==> config.mk <==
export PLATFORM = sky130hd
export DESIGN_NAME = up_down_counter
export DESIGN_NICKNAME = d
export VERILOG_FILES = /design/src/rtl/up_down_counter.sv
export SDC_FILE = /design/constraint.sdc
export NUM_CORES = 1
export LEC_CHECK = 0
export CAP_MARGIN = 0
export CELL_PAD_IN_SITES_DETAIL_PLACEMENT = 2
export CELL_PAD_IN_SITES_GLOBAL_PLACEMENT = 2
export CORE_AREA = 3 3 40 42
export CTS_CLUSTER_DIAMETER = 40
export DETAILED_ROUTE_END_ITERATION = 7
export DIE_AREA = 0 0 43 45
export PLACE_DENSITY_LB_ADDON = 0.1
export SLEW_MARGIN = 20
export SYNTH_ARGS = -nofsm -noshare
export SYNTH_HDL_FRONTEND = slang
export SYNTH_SLANG_ARGS = --single-unit
==> constraint.sdc <==
create_clock -name clk -period 1.6 [get_ports clk]
set_input_delay 0.48 -clock clk [delete_from_list [all_inputs] [get_ports clk]]
set_output_delay 0.48 -clock clk [all_outputs]
set_load 0.02 [all_outputs]
==> src/rtl/up_down_counter.sv <==
// rtl/up_down_counter.sv - parameterised up/down counter with terminal-count flags and wrap pulse
// Define UP_DOWN_COUNTER_SAT_EN to saturate at the range ends instead of wrapping.
module up_down_counter #(
  parameter int WIDTH     = 3,
  parameter int RESET_VAL = 0
) (
  input  logic             clk,
  input  logic             reset,
  input  logic             up,
  output logic [WIDTH-1:0] count,
  output logic             at_max,
  output logic             at_min,
  output logic             wrap
);

  localparam logic [WIDTH-1:0] MAX_VAL = {WIDTH{1'b1}};
  localparam logic [WIDTH-1:0] MIN_VAL = '0;
  localparam logic [WIDTH-1:0] ONE     = WIDTH'(1);
  localparam logic [WIDTH-1:0] RST_VAL = WIDTH'(RESET_VAL);

  logic [WIDTH-1:0] count_q, count_d;
  logic             wrap_q, wrap_d;
  logic             end_hit;

  always_comb begin
    at_max = (count_q == MAX_VAL);
    at_min = (count_q == MIN_VAL);
  end

  // end_hit: this edge would step past the end of the range in the requested direction
  always_comb begin
    count_d = count_q;
    wrap_d  = 1'b0;
    end_hit = up ? at_max : at_min;
`ifdef UP_DOWN_COUNTER_SAT_EN
    wrap_d = end_hit;
    if (!end_hit) begin
      count_d = up ? (count_q + ONE) : (count_q - ONE);
    end
`else
    wrap_d  = end_hit;
    count_d = up ? (count_q + ONE) : (count_q - ONE);
`endif
  end

  always_ff @(posedge clk or negedge reset) begin
    if (!reset) begin
      count_q <= RST_VAL;
      wrap_q  <= 1'b0;
    end else begin
      count_q <= count_d;
      wrap_q  <= wrap_d;
    end
  end

  assign count = count_q;
  assign wrap  = wrap_q;

endmodule

==> out/results.env, run 1 <==
GRT_UTIL_MET2=0.0928
DRT_PASS1_ITERATIONS=1
POST-ROUTE-MIN-PERIOD_PS=1550
SYNTHDOMINANTCELLAREASHARE=0.580
R2R_SLACK_PS=160
FLOORPLAN.INITIALDENSITY=0.134
LAYOUT.CELLS.MOST_COMMON_LIST='sky130_fd_sc_hd__buf_4 (6), sky130_fd_sc_hd__dfrtp_1 (4), sky130_fd_sc_hd__clkbuf_4 (3), sky130_fd_sc_hd__dlygate4sd2_1 (3)'
POSTSYNTHAREAPERCELL_UM2=14.4
RR_ENDPOINT='count[2]'
CORE_BOX_AREA_UM2=1280
PORTS_PLACED_ON_THE_BOUNDARY=9
POST_SYNTH_MAIN_AREA_CONTRIBUTORS='sky130_fd_sc_hd__dfrtp_1 (58%), sky130_fd_sc_hd__fa_1 (12%), sky130_fd_sc_hd__xnor2_1 (10%), sky130_fd_sc_hd__and3_4 (6.5%), sky130_fd_sc_hd__mux2_2 (6.5%)'
CTS.CLK_SLEW.WORST_PATHS_PS=40
MULTI_INPUT_COMB_CELLS=6
LAY_TOP_COUNT='sky130_fd_sc_hd__buf_4'
ENABLE_FLOP_CELLS=0
YS_SEQ_SHARE=0.580
NUMBER_OF_GLOBAL_ROUTE_VIAS_BEFORE_REPAIR=184
DP_CELL_COUNT=40
MAX_REG_FLOPS=3
BUFFER_AREA_FRAC=0.349
NUMSYNTHFLOPS=4
SETUP_REPAIR_AFTER_GLOBAL_ROUTING_MISSED_ITS_MARGIN='false'
MET2_LENGTH_UM=236
YOSYS-STAT-CELLS=12
GRT-OVFL-TOTAL=0
SIGNAL_BUFFERS=14
DOMINANT_POWER_GROUP='combinational cells'
LOGIC_AREA_UM2=70.1
NETLIST_TOP_CELLS_COUNT='sky130_fd_sc_hd__dfrtp_1 (4), sky130_fd_sc_hd__inv_1 (2), sky130_fd_sc_hd__xnor2_1 (2)'
SLEW_VIOLATIONS=0
RUN_STATUS='finished clean'
FINALWORSTSETUPSLACK_PS=45.0
CRITPATHARRIVALTIME_PS=1070
YS_DOMINANT_REG_CELL='sky130_fd_sc_hd__dfrtp_1'
SETUP.WORST_PATH.END='count[0]'
CTS_HTREE_LEVELS=1
CLKCELLAREAFRAC=0.0669
TIMING_WORST_SLEW_PIN_VALUE_PS=216
PATH_BUFFERS=2
N_ALL_INVERTERS=2
SYN-CELL-AREA_UM2=173
Figure 1. PDN straps and rails (run 1).
The bar under the picture is 10 µm long. Pins as bars on the die edge.
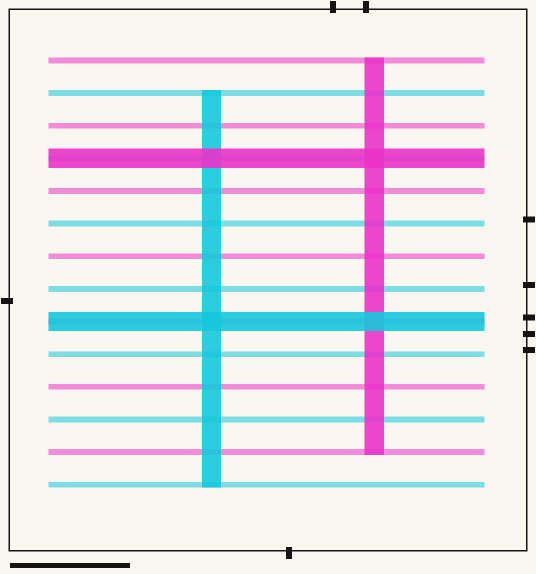
| colour | net |
|---|---|
| cyan | VSS |
| magenta | VDD |
met5 straps: 2
met4 straps: 2
signal pins: 9
rows: 13

Figure 2. The metal 2 layer (run 1).
The bar under the picture is 10 µm long.
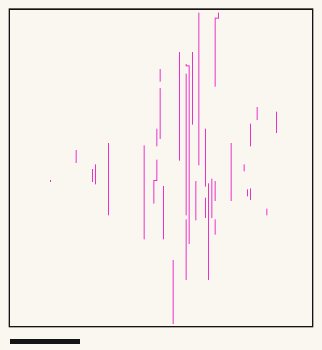
wire length on this layer: 237 µm
main direction: vertical
share of all routed wire: 51%

Figure 3. Wire density map (run 1).
The bar under the picture is 10 µm long. 9 x 9 tiles, from dark blue (low) to red (high), scaled to the fullest tile. Values are wire area over tile area, all layers added.
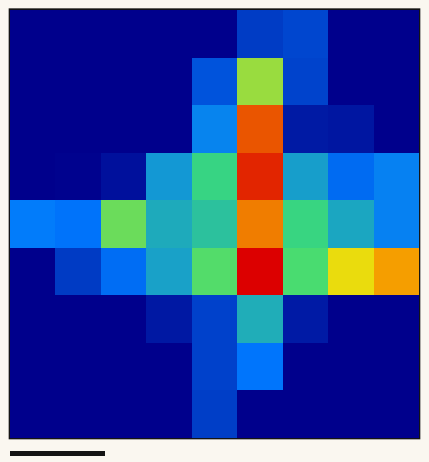
mean over tiles: 0.038
densest ninth of the die: middle
fullest tile: 0.22

Figure 4. Clock nets (run 1).
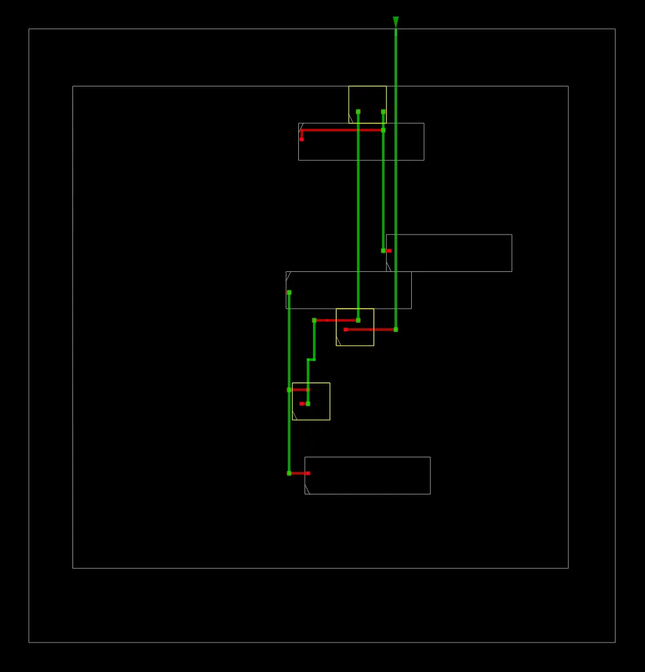
post-route clock skew: 2.31 ps
clock sink count: 4
Clock Latency Late Sink: 230 ps
registers: 4

==> run 1 -> run 2 <==
--- a/config.mk
+++ b/config.mk
@@ -6,12 +6,12 @@
 export NUM_CORES = 1
 export LEC_CHECK = 0
 export CAP_MARGIN = 0
-export CELL_PAD_IN_SITES_DETAIL_PLACEMENT = 2
-export CELL_PAD_IN_SITES_GLOBAL_PLACEMENT = 2
-export CORE_AREA = 3 3 40 42
+export CELL_PAD_IN_SITES_DETAIL_PLACEMENT = 1
+export CELL_PAD_IN_SITES_GLOBAL_PLACEMENT = 1
+export CORE_AREA = 2 2 39 41
 export CTS_CLUSTER_DIAMETER = 40
 export DETAILED_ROUTE_END_ITERATION = 7
-export DIE_AREA = 0 0 43 45
+export DIE_AREA = 0 0 41 43
 export PLACE_DENSITY_LB_ADDON = 0.1
 export SLEW_MARGIN = 20
 export SYNTH_ARGS = -nofsm -noshare
==> out/results.env, run 2 <==
POST_SYNTH_MAIN_AREA_CONTRIBUTORS='sky130_fd_sc_hd__dfrtp_1 (58%), sky130_fd_sc_hd__fa_1 (12%), sky130_fd_sc_hd__xnor2_1 (10%), sky130_fd_sc_hd__and3_4 (6.5%), sky130_fd_sc_hd__mux2_2 (6.5%)'
SETUP_REPAIR_AFTER_GLOBAL_ROUTING_MISSED_ITS_MARGIN='false'
YOSYS-STAT-CELLS=12  # unchanged
POST_SYNTH_NUM_CELL_TYPES=7
SYNTH.CELLMIX.SIMPLESHARE=0.0942
PATH_MAX_FANOUT=3
SETUP_VIOLATORS_FINAL=0
SYN-CELL-AREA_UM2=173  # unchanged
SYNTH_DOMINANT_CELL_COUNT='sky130_fd_sc_hd__dfrtp_1'
PORTS_PLACED_ON_THE_BOUNDARY=9  # unchanged
POST_CTS_RESIZE_COUNT=19
CTS.HOLD.BUFFERS_ADDED=0
SLEW_VIOLATIONS=0  # unchanged
POSTSYNTHAREAPERCELL_UM2=14.4  # unchanged
PEAKVDDDROP_mV=0.534
CLOCK_TREE_BUFFER_COUNT_OF_THE_FINAL_LAYOUT=3
GRT_UTIL_MET2=0.0938  # +0.000936
DRT_PASS1_ITERATIONS=1  # unchanged
CLOCK_TREE_FROM_TRITONCTS='done'
SETUP.WORST_PATH.END_CLASS='output pin'
STAGE_LOG_WARNINGS=26
YS_SEQ_SHARE=0.580  # unchanged
STARTPOINT_OF_THE_MOST_CRITICAL_REGISTER_TO_REGISTER_PATH='count[0]'
CLOCK_SINKS=4  # unchanged
POST-ROUTE-MIN-PERIOD_PS=1530  # -28.2 ps
DESIGN.SEQ.COUNT=4  # unchanged
DETAIL_ROUTE.ITER0.VIOLATIONS=0
R2R_SLACK_PS=260  # +100 ps
DOMINANT_POWER_GROUP='combinational cells'
N_ALL_INVERTERS=2  # unchanged
CTS.CLK_SLEW.WORST_PATHS_PS=40  # about the same
BUFFER_AREA_FRAC=0.343  # -0.00616
MULTI_INPUT_COMB_CELLS=6  # unchanged
POWER_FRAC_COMB=0.522
FIN_TNS_SETUP_PS=0
CTS_MAX_PATH_BUFFERS=2
CLKCELLAREAFRAC=0.0672  # +0.000250
MET2_LENGTH_UM=217  # -8.1%
DP_CELL_COUNT=43  # +7.5%
FINALWEIGHTEDCONGESTION=0.651
SIGNAL_BUFFERS=15  # +1
SYNTHARSTFLOPSHARE=1.00
NUMSYNTHFLOPS=4  # unchanged
CRIT_SLOWEST_CELL='sky130_fd_sc_hd__dfrtp_1'
NUMBER_OF_GLOBAL_ROUTE_VIAS_BEFORE_REPAIR=168  # -8.7%
NETLIST_TOP_CELLS_COUNT='sky130_fd_sc_hd__dfrtp_1 (4), sky130_fd_sc_hd__inv_1 (2), sky130_fd_sc_hd__xnor2_1 (2)'
WORST_PATH_CLASS_SETUP='reg2out'
HOLD_PATH_CLASS='in2async'
CORE_BOX_AREA_UM2=1380  # +7.7%
RR_ENDPOINT='count[2]'
PATH_BUFFERS=2  # unchanged
ROUTE.DETAILED.VIAS_PER_INST=3.30
TIMING_WORST_SLEW_PIN_VALUE_PS=205  # -11.2 ps
LAYOUT.CELLS.MOST_COMMON_LIST='sky130_fd_sc_hd__buf_4 (6), sky130_fd_sc_hd__dfrtp_1 (4), sky130_fd_sc_hd__clkbuf_4 (3)'
CRITPATHARRIVALTIME_PS=1050  # -20 ps
VIA_COUNT=152
NETLIST.TOP_CELL.BY_AREA='sky130_fd_sc_hd__dfrtp_1'
FMAXACHIEVABLE_MHz=655
MAX_REG_FLOPS=3  # unchanged
CTS_HTREE_LEVELS=1  # unchanged
SETUP.WORST_PATH.END='at_max'
FLOORPLAN.INITIALDENSITY=0.125  # -0.00960
POSTPLACECELLAREA_UM2=325
FINCLKSKEW_PS=6.24  # +3.93 ps
INSERTION_DELAY_PS=240  # about the same
ENABLE_FLOP_CELLS=0  # unchanged
YS_DOMINANT_REG_CELL='sky130_fd_sc_hd__dfrtp_1'
FINALWORSTSETUPSLACK_PS=73.3  # +28.2 ps
GRT-OVFL-TOTAL=0  # unchanged
RUN_STATUS='finished clean'
LAY_TOP_COUNT='sky130_fd_sc_hd__buf_4'
CLOCKROOTBUFFER='sky130_fd_sc_hd__clkbuf_4'
SYNTHDOMINANTCELLAREASHARE=0.580  # unchanged
LOGIC_AREA_UM2=70.1  # unchanged
PWR.GROUP.SEQUENTIAL_mW=0.165
Figure 5. The metal 2 layer (run 2).
The bar under the picture is 10 µm long.
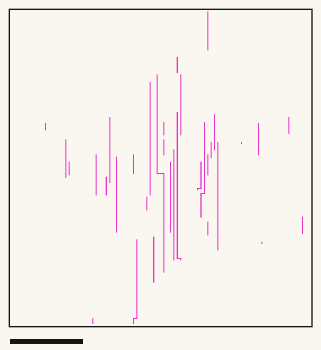
wire length on this layer: 217 µm
main direction: vertical
share of all routed wire: 49%
longest straight run: 19.9 µm
nets with wire on the layer: 31

Figure 6. Metal 3 (run 2).
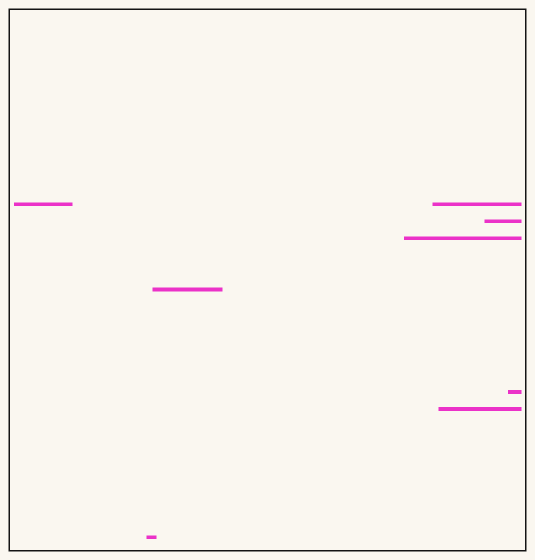
share of all routed wire: 8.0%
main direction: horizontal
nets with wire on the layer: 7
wire length on this layer: 35.6 µm

